===== config.mk =====
export PLATFORM = sky130hd
export DESIGN_NAME = bouncing_shape_gen
export DESIGN_NICKNAME = d
export VERILOG_FILES = /design/src/rtl/bouncing_shape_pkg.sv /design/src/rtl/sprite_motion.sv /design/src/rtl/bouncing_shape_gen.sv
export SDC_FILE = /design/constraint.sdc
export NUM_CORES = 1
export LEC_CHECK = 0
export CAP_MARGIN = 5
export CORE_MARGIN = 10
export CORE_UTILIZATION = 50
export DETAILED_ROUTE_END_ITERATION = 8
export GPL_TIMING_DRIVEN = 0
export PLACE_DENSITY = 0.72
export SYNTH_ARGS = -nofsm -noshare
export SYNTH_HDL_FRONTEND = slang
export SYNTH_HIERARCHICAL = 1
export SYNTH_SLANG_ARGS = --single-unit

===== constraint.sdc =====
create_clock -name clk -period 11.2 [get_ports clk]
set_input_delay 2.8 -clock clk [delete_from_list [all_inputs] [get_ports clk]]
set_output_delay 2.8 -clock clk [all_outputs]
set_load 0.05 [all_outputs]

===== src/rtl/bouncing_shape_pkg.sv =====
// Shared types, palette and geometry helpers for the bouncing shape generator.
package bouncing_shape_pkg;

    typedef enum logic [1:0] {
        StIdle  = 2'd0,
        StRun   = 2'd1,
        StPause = 2'd2
    } state_t;

    typedef enum logic [1:0] {
        ModeStripes = 2'd0,
        ModeSquare  = 2'd1,
        ModeCircle  = 2'd2,
        ModeBlack   = 2'd3
    } mode_t;

    // {red, green, blue} masks, each bit fans out to a full channel
    localparam logic [2:0] RgbBlack   = 3'b000;
    localparam logic [2:0] RgbWhite   = 3'b111;
    localparam logic [2:0] RgbBlue    = 3'b001;
    localparam logic [2:0] RgbRed     = 3'b100;
    localparam logic [2:0] RgbGreen   = 3'b010;
    localparam logic [2:0] RgbMagenta = 3'b101;

    localparam int unsigned ScreenWidthDef  = 640;
    localparam int unsigned ScreenHeightDef = 480;
    localparam int unsigned ShapeSizeDef    = 64;

    // Largest top-left coordinate that keeps the shape fully on screen
    function automatic int unsigned max_pos(input int unsigned extent, input int unsigned size);
        return extent - size;
    endfunction

    function automatic logic [2:0] band_rgb(input int unsigned k);
        case (k % 3)
            0:       return RgbWhite;
            1:       return RgbBlue;
            default: return RgbRed;
        endcase
    endfunction

endpackage


===== src/rtl/sprite_motion.sv =====
// Frame-tick detection, run/pause FSM, bouncing position/direction and bounce counter.
// STRIPE_SCROLL_EN adds a per-frame stripe scroll offset.
module sprite_motion
    import bouncing_shape_pkg::*;
#(
    parameter int unsigned screen_width  = ScreenWidthDef,
    parameter int unsigned screen_height = ScreenHeightDef,
    parameter int unsigned shape_size    = ShapeSizeDef,
    parameter int unsigned w_x           = $clog2(screen_width),
    parameter int unsigned w_y           = $clog2(screen_height)
) (
    input  logic           clk,
    input  logic           rst_n,
    input  logic [w_x-1:0] x,
    input  logic [w_y-1:0] y,
    input  logic [2:0]     speed,
    input  logic           go,
    input  logic           stop,
    output logic [w_x-1:0] pos_x,
    output logic [w_y-1:0] pos_y,
    output logic [1:0]     state,
    output logic [7:0]     bounce_cnt
`ifdef STRIPE_SCROLL_EN
    ,
    output logic [w_y-1:0] scroll_off
`endif
);

    localparam int unsigned XW = w_x + 1;
    localparam int unsigned YW = w_y + 1;
    localparam logic [w_x:0]   XMaxV = XW'(max_pos(screen_width, shape_size));
    localparam logic [w_y:0]   YMaxV = YW'(max_pos(screen_height, shape_size));
    localparam logic [w_x-1:0] XCtr  = w_x'(max_pos(screen_width, shape_size) / 2);
    localparam logic [w_y-1:0] YCtr  = w_y'(max_pos(screen_height, shape_size) / 2);

    state_t         state_q, state_d;
    logic [w_x-1:0] pos_x_q, pos_x_d;
    logic [w_y-1:0] pos_y_q, pos_y_d;
    logic           dir_x_q, dir_x_d;
    logic           dir_y_q, dir_y_d;
    logic [7:0]     bounce_q, bounce_d;
    logic           at0_q, at0_d;
    logic           tick, moving, recentre, hit_x, hit_y;
    logic [w_x:0]   sum_x;
    logic [w_y:0]   sum_y;

    assign at0_d  = (x == '0) && (y == '0);
    assign tick   = at0_d && !at0_q;
    assign moving = tick && (state_q == StRun);

    always_comb begin
        state_d  = state_q;
        recentre = 1'b0;
        unique case (state_q)
            StIdle:  if (go && !stop) state_d = StRun;
            StRun:   if (stop) state_d = StPause;
            StPause: begin
                if (stop) begin
                    state_d  = StIdle;
                    recentre = 1'b1;
                end else if (go) begin
                    state_d = StRun;
                end
            end
            default: state_d = StIdle;
        endcase
    end

    // dir = 1 means moving towards larger coordinates
    always_comb begin
        pos_x_d = pos_x_q;
        dir_x_d = dir_x_q;
        hit_x   = 1'b0;
        sum_x   = {1'b0, pos_x_q} + XW'(speed);
        if (recentre) begin
            pos_x_d = XCtr;
            dir_x_d = 1'b1;
        end else if (moving) begin
            if (dir_x_q) begin
                if (sum_x > XMaxV) begin
                    pos_x_d = XMaxV[w_x-1:0];
                    dir_x_d = 1'b0;
                    hit_x   = 1'b1;
                end else begin
                    pos_x_d = sum_x[w_x-1:0];
                end
            end else if ({1'b0, pos_x_q} < XW'(speed)) begin
                pos_x_d = '0;
                dir_x_d = 1'b1;
                hit_x   = 1'b1;
            end else begin
                pos_x_d = pos_x_q - w_x'(speed);
            end
        end
    end

    always_comb begin
        pos_y_d = pos_y_q;
        dir_y_d = dir_y_q;
        hit_y   = 1'b0;
        sum_y   = {1'b0, pos_y_q} + YW'(speed);
        if (recentre) begin
            pos_y_d = YCtr;
            dir_y_d = 1'b1;
        end else if (moving) begin
            if (dir_y_q) begin
                if (sum_y > YMaxV) begin
                    pos_y_d = YMaxV[w_y-1:0];
                    dir_y_d = 1'b0;
                    hit_y   = 1'b1;
                end else begin
                    pos_y_d = sum_y[w_y-1:0];
                end
            end else if ({1'b0, pos_y_q} < YW'(speed)) begin
                pos_y_d = '0;
                dir_y_d = 1'b1;
                hit_y   = 1'b1;
            end else begin
                pos_y_d = pos_y_q - w_y'(speed);
            end
        end
    end

    assign bounce_d = bounce_q + 8'(hit_x) + 8'(hit_y);

    always_ff @(posedge clk or negedge rst_n) begin
        if (!rst_n) begin
            state_q  <= StIdle;
            pos_x_q  <= XCtr;
            pos_y_q  <= YCtr;
            dir_x_q  <= 1'b1;
            dir_y_q  <= 1'b1;
            bounce_q <= '0;
            at0_q    <= 1'b0;
        end else begin
            state_q  <= state_d;
            pos_x_q  <= pos_x_d;
            pos_y_q  <= pos_y_d;
            dir_x_q  <= dir_x_d;
            dir_y_q  <= dir_y_d;
            bounce_q <= bounce_d;
            at0_q    <= at0_d;
        end
    end

`ifdef STRIPE_SCROLL_EN
    logic [w_y-1:0] off_q, off_d;

    always_comb begin
        off_d = off_q;
        if (recentre) begin
            off_d = '0;
        end else if (moving) begin
            off_d = (off_q == w_y'(screen_height - 1)) ? '0 : off_q + w_y'(1);
        end
    end

    always_ff @(posedge clk or negedge rst_n) begin
        if (!rst_n) off_q <= '0;
        else        off_q <= off_d;
    end

    assign scroll_off = off_q;
`endif

    assign pos_x      = pos_x_q;
    assign pos_y      = pos_y_q;
    assign state      = state_q;
    assign bounce_cnt = bounce_q;

endmodule


===== src/rtl/bouncing_shape_gen.sv =====
// Per-pixel colour generator: stripes, bouncing square or bouncing circle, 1-clk registered.
// Define STRIPE_SCROLL_EN to make stripes scroll one line per running frame.
module bouncing_shape_gen
    import bouncing_shape_pkg::*;
#(
    parameter int unsigned screen_width  = ScreenWidthDef,
    parameter int unsigned screen_height = ScreenHeightDef,
    parameter int unsigned w_x           = $clog2(screen_width),
    parameter int unsigned w_y           = $clog2(screen_height),
    parameter int unsigned w_red         = 4,
    parameter int unsigned w_green       = 4,
    parameter int unsigned w_blue        = 4,
    parameter int unsigned n_stripes     = 3,
    parameter int unsigned shape_size    = ShapeSizeDef
) (
    input  logic               clk,
    input  logic               rst_n,
    input  logic [w_x-1:0]     x,
    input  logic [w_y-1:0]     y,
    input  logic [1:0]         mode,
    input  logic [2:0]         speed,
    input  logic               go,
    input  logic               stop,
    output logic [w_red-1:0]   red,
    output logic [w_green-1:0] green,
    output logic [w_blue-1:0]  blue,
    output logic [1:0]         state,
    output logic [7:0]         bounce_cnt
);

    localparam int unsigned XW     = w_x + 1;
    localparam int unsigned YW     = w_y + 1;
    localparam int unsigned SW     = 2 * XW + 1;
    localparam int unsigned Half   = shape_size / 2;
    localparam int unsigned BandH  = screen_height / n_stripes;
    localparam logic [SW-1:0] R2   = SW'(Half * Half);

    logic [w_x-1:0] pos_x;
    logic [w_y-1:0] pos_y;

    sprite_motion #(
        .screen_width  (screen_width),
        .screen_height (screen_height),
        .shape_size    (shape_size),
        .w_x           (w_x),
        .w_y           (w_y)
    ) u_motion (
        .clk        (clk),
        .rst_n      (rst_n),
        .x          (x),
        .y          (y),
        .speed      (speed),
        .go         (go),
        .stop       (stop),
        .pos_x      (pos_x),
        .pos_y      (pos_y),
        .state      (state),
        .bounce_cnt (bounce_cnt)
`ifdef STRIPE_SCROLL_EN
        ,
        .scroll_off (scroll_off)
`endif
    );

`ifdef STRIPE_SCROLL_EN
    logic [w_y-1:0] scroll_off;
`endif

    logic [w_y:0]             yy;
    logic [2:0]               stripe_rgb;
    logic                     in_sq, in_circ;
    logic [w_x:0]             cx;
    logic [w_y:0]             cy;
    logic signed [w_x:0]      dx;
    logic signed [w_y:0]      dy;
    logic signed [2*XW-1:0]   dx_e, dx2;
    logic signed [2*YW-1:0]   dy_e, dy2;
    logic [SW-1:0]            dist2;
    logic [2:0]               rgb;
    logic [w_red-1:0]         red_q, red_d;
    logic [w_green-1:0]       green_q, green_d;
    logic [w_blue-1:0]        blue_q, blue_d;

    // Band select by comparator chain; rows past the last full band stay in the last band
    always_comb begin
`ifdef STRIPE_SCROLL_EN
        yy = {1'b0, y} + {1'b0, scroll_off};
        if (yy >= YW'(screen_height)) yy = yy - YW'(screen_height);
`else
        yy = {1'b0, y};
`endif
        stripe_rgb = band_rgb(0);
        for (int unsigned k = 1; k < n_stripes; k++) begin
            if (yy >= YW'(k * BandH)) stripe_rgb = band_rgb(k);
        end
    end

    always_comb begin
        in_sq = ({1'b0, x} >= {1'b0, pos_x}) && ({1'b0, x} < {1'b0, pos_x} + XW'(shape_size))
             && ({1'b0, y} >= {1'b0, pos_y}) && ({1'b0, y} < {1'b0, pos_y} + YW'(shape_size));
    end

    always_comb begin
        cx      = {1'b0, pos_x} + XW'(Half);
        cy      = {1'b0, pos_y} + YW'(Half);
        dx      = $signed({1'b0, x}) - $signed(cx);
        dy      = $signed({1'b0, y}) - $signed(cy);
        dx_e    = (2 * XW)'(dx);
        dy_e    = (2 * YW)'(dy);
        dx2     = dx_e * dx_e;
        dy2     = dy_e * dy_e;
        dist2   = SW'($unsigned(dx2)) + SW'($unsigned(dy2));
        in_circ = dist2 < R2;
    end

    always_comb begin
        rgb = RgbBlack;
        case (mode_t'(mode))
            ModeStripes: rgb = stripe_rgb;
            ModeSquare:  if (in_sq) rgb = RgbGreen;
            ModeCircle:  if (in_circ) rgb = RgbMagenta;
            default:     rgb = RgbBlack;
        endcase
        red_d   = {w_red{rgb[2]}};
        green_d = {w_green{rgb[1]}};
        blue_d  = {w_blue{rgb[0]}};
    end

    always_ff @(posedge clk or negedge rst_n) begin
        if (!rst_n) begin
            red_q   <= '0;
            green_q <= '0;
            blue_q  <= '0;
        end else begin
            red_q   <= red_d;
            green_q <= green_d;
            blue_q  <= blue_d;
        end
    end

    assign red   = red_q;
    assign green = green_q;
    assign blue  = blue_q;

endmodule


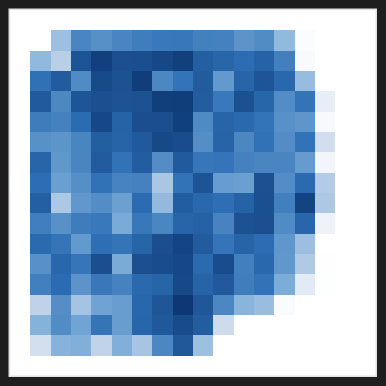
*Local utilization*
Drawn at 2 px/um. The die is cut into 18 by 18 equal tiles; white is low, dark blue is high, 0 to 100% covered.
The emptiest ninth of the die: bottom right. The fullest tile reaches 97%. 32% of the tiles are nearly empty. The densest ninth of the die: middle. The mean over all tiles is 46%. 29% of the tiles are over 75% full.

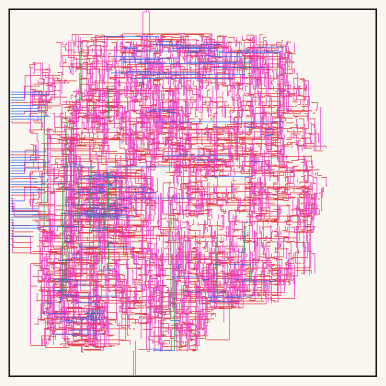
*Signal wires by layer*
Drawn at 2 px/um.
metal 1: marked red, wire length 13800 um. metal 3: marked blue, wire length 2110 um. metal 4: marked green, wire length 813 um. metal 2: marked magenta, wire length 16900 um.

==> impl_metrics.csv <==
group,metric,value,unit
run_status,outcome,"complete, but fails checks",
run_status,violations,"negative setup slack",
setup_path,slowest_delay,0.83,ns
final_layout,fin_area,15600,um2
setup_path,worst_path_dominant_cell_family,"adder cells",
floorplan,ioPinCount,50,
sta,slew-limit-headroom,26.9,%
yosys,synth-edff-count,0,
sta,finalSetupViolCount,2,
sta,setup_slack,-0.164,ns
yosys,synth.distinct_cells,83,
yosys,synth-simple-area-share,15.4,%
yosys,syn_area_per_cell,8.40,um2
routing,drtIter0Drc,787,
clock_tree,hold_buffers,0,
yosys,synth-main-ff-cell,"dfrtp_1",
yosys,yosys.area_share.aoi,12.2,%
sta,whs,0.478,ns
floorplan,fp-utilization,50.8,%
yosys,ys_sh_xor,5.62,%
yosys,ys.flops,35,
setup_path,startpoint_type,"input pin",
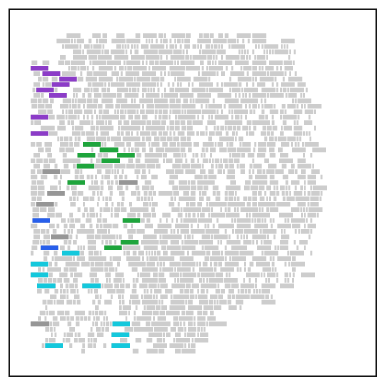
*Register map, names as in the netlist*
Drawn at 2 px/um. Other sequential cells in the stronger gray, the rest of the logic in the fainter gray.
`u_motion/pos_x`: marked green, placed flops 10, where left middle. `u_motion/state`: marked blue, placed flops 2. `u_motion/bounce_cnt`: marked purple, placed flops 8, where top left. `u_motion/pos_y`: marked cyan, placed flops 9, where bottom left.
Another 6 sequential cells are not colored.
Reg area: 885 um2
post-layout util: 60.0%

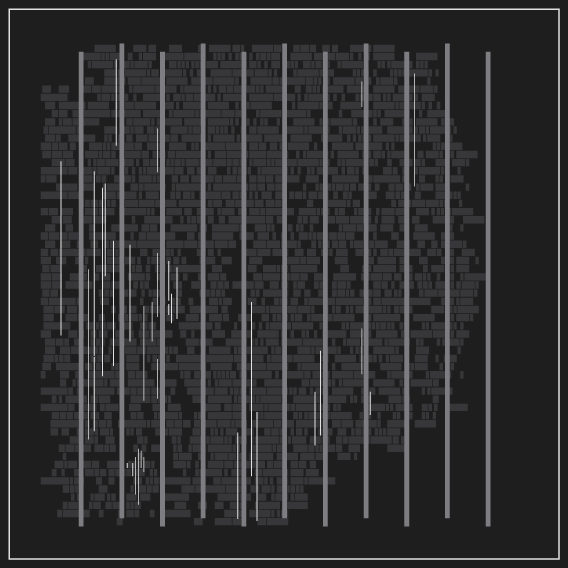
*Metal 4*
Drawn at 3 px/um. Supply wires on this layer in gray. Cells faint in the background.
The longest straight run is 62.6 um. The layer holds 2.4% of the routed length. The wires run mostly vertical. 32 nets have wire on it.
Via Count: 11200
Post-Route WL: 33700 um

per-stage QoR:
stage / setup TNS [ns] / util [%] / instances / worst slack, ns
floorplan: 0 / - / 1577 / 0.0105
global placement: -3.45 / 54.6 / 1961 / -1.72
detailed placement: -3.78 / 54.6 / 1961 / -1.90
CTS: 0 / 59.3 / 2018 / 0.00198
global route: -0.957 / 60.0 / 2030 / -0.494
finish: -0.288 / 60.0 / 2030 / -0.164
cell usage in the layout, fill, tap and decap left out, types with 12 or more instances in the layout:
master	instances
ha_4	17
nand3_1	28
a21o_1	21
inv_2	17
o31ai_1	12
xor2_1	19
clkbuf_1	18
nor3_1	30
and2_1	12
nor2_1	91
fa_1	186
a21oi_1	49
dfrtp_1	28
o21ai_1	14
inv_1	369
nor2b_1	20
xnor2_1	49
o21ai_0	25
nand2b_1	22
clkdlybuf4s50_1	29
buf_4	71
nand2_1	89
ha_1	154
flip-flops by register name, summed over array words and instances, names as in the netlist:
name / count
blue: 1
green: 1
red: 1
u_motion/at0_q: 1
u_motion/bounce_cnt: 8
u_motion/dir_x_q: 1
u_motion/dir_y_q: 1
u_motion/pos_x: 10
u_motion/pos_y: 9
u_motion/state: 2
worst register-to-register path, delay by kind of cell (launching register included):
| family | cells | cell delay (ns) |
|---|---|---|
| buffers and inverters | 8 | 0.82 |
| AOI/OAI and AO/OA | 11 | 2.05 |
| and+or+nand+nor | 8 | 1.69 |
| adders and majority gates | 10 | 3.83 |
| DFF | 1 | 0.46 |
| xor gates and xnor gates | 2 | 0.38 |
metal layers:
layer,vias up,global-route usage (%),share of wire [%]
met2,366,35.1,50
met5,-,0,0
met3,69,2.91,6.3
li1,5264,-,-
met4,0,5.07,2.4
met1,5508,25.4,41
cell type report:
class	instances	area (um2)
multi-input combinational	1111	11500
fill	2179	10400
clock buffer	5	125
inverter	389	1470
clock inverter	3	20.0
sequential	35	885
buffer	40	279
timing repair buffer	112	965
tap	335	419
synth_stat cells (16+ instances only):
| master | number |
|---|---|
| inv_1 | 379 |
| fa_1 | 196 |
| ha_1 | 181 |
| nor2_1 | 107 |
| nand2_1 | 92 |
| a21oi_1 | 60 |
| xnor2_1 | 58 |
| nor3_1 | 32 |
| nand3_1 | 30 |
| dfrtp_1 | 28 |
| xor2_1 | 27 |
| o21ai_0 | 26 |
| clkbuf_1 | 24 |
| nand2b_1 | 24 |
| a21o_1 | 21 |
| nor2b_1 | 20 |
| o21ai_1 | 17 |
| a31oi_1 | 16 |
final timing paths:
path,startpoint,endpoint,cells past startpoint
hold / removal,u_motion/bounce_cnt[7],u_motion/bounce_cnt[7],1
setup / recovery,x[1],red[0],33
min in group asynchronous,rst_n,u_motion/bounce_cnt[1],1
setup reg to reg,u_motion/pos_y[1],red[0],39
max in group asynchronous,rst_n,u_motion/pos_x[3],1
hold reg to reg,u_motion/bounce_cnt[7],u_motion/bounce_cnt[7],1
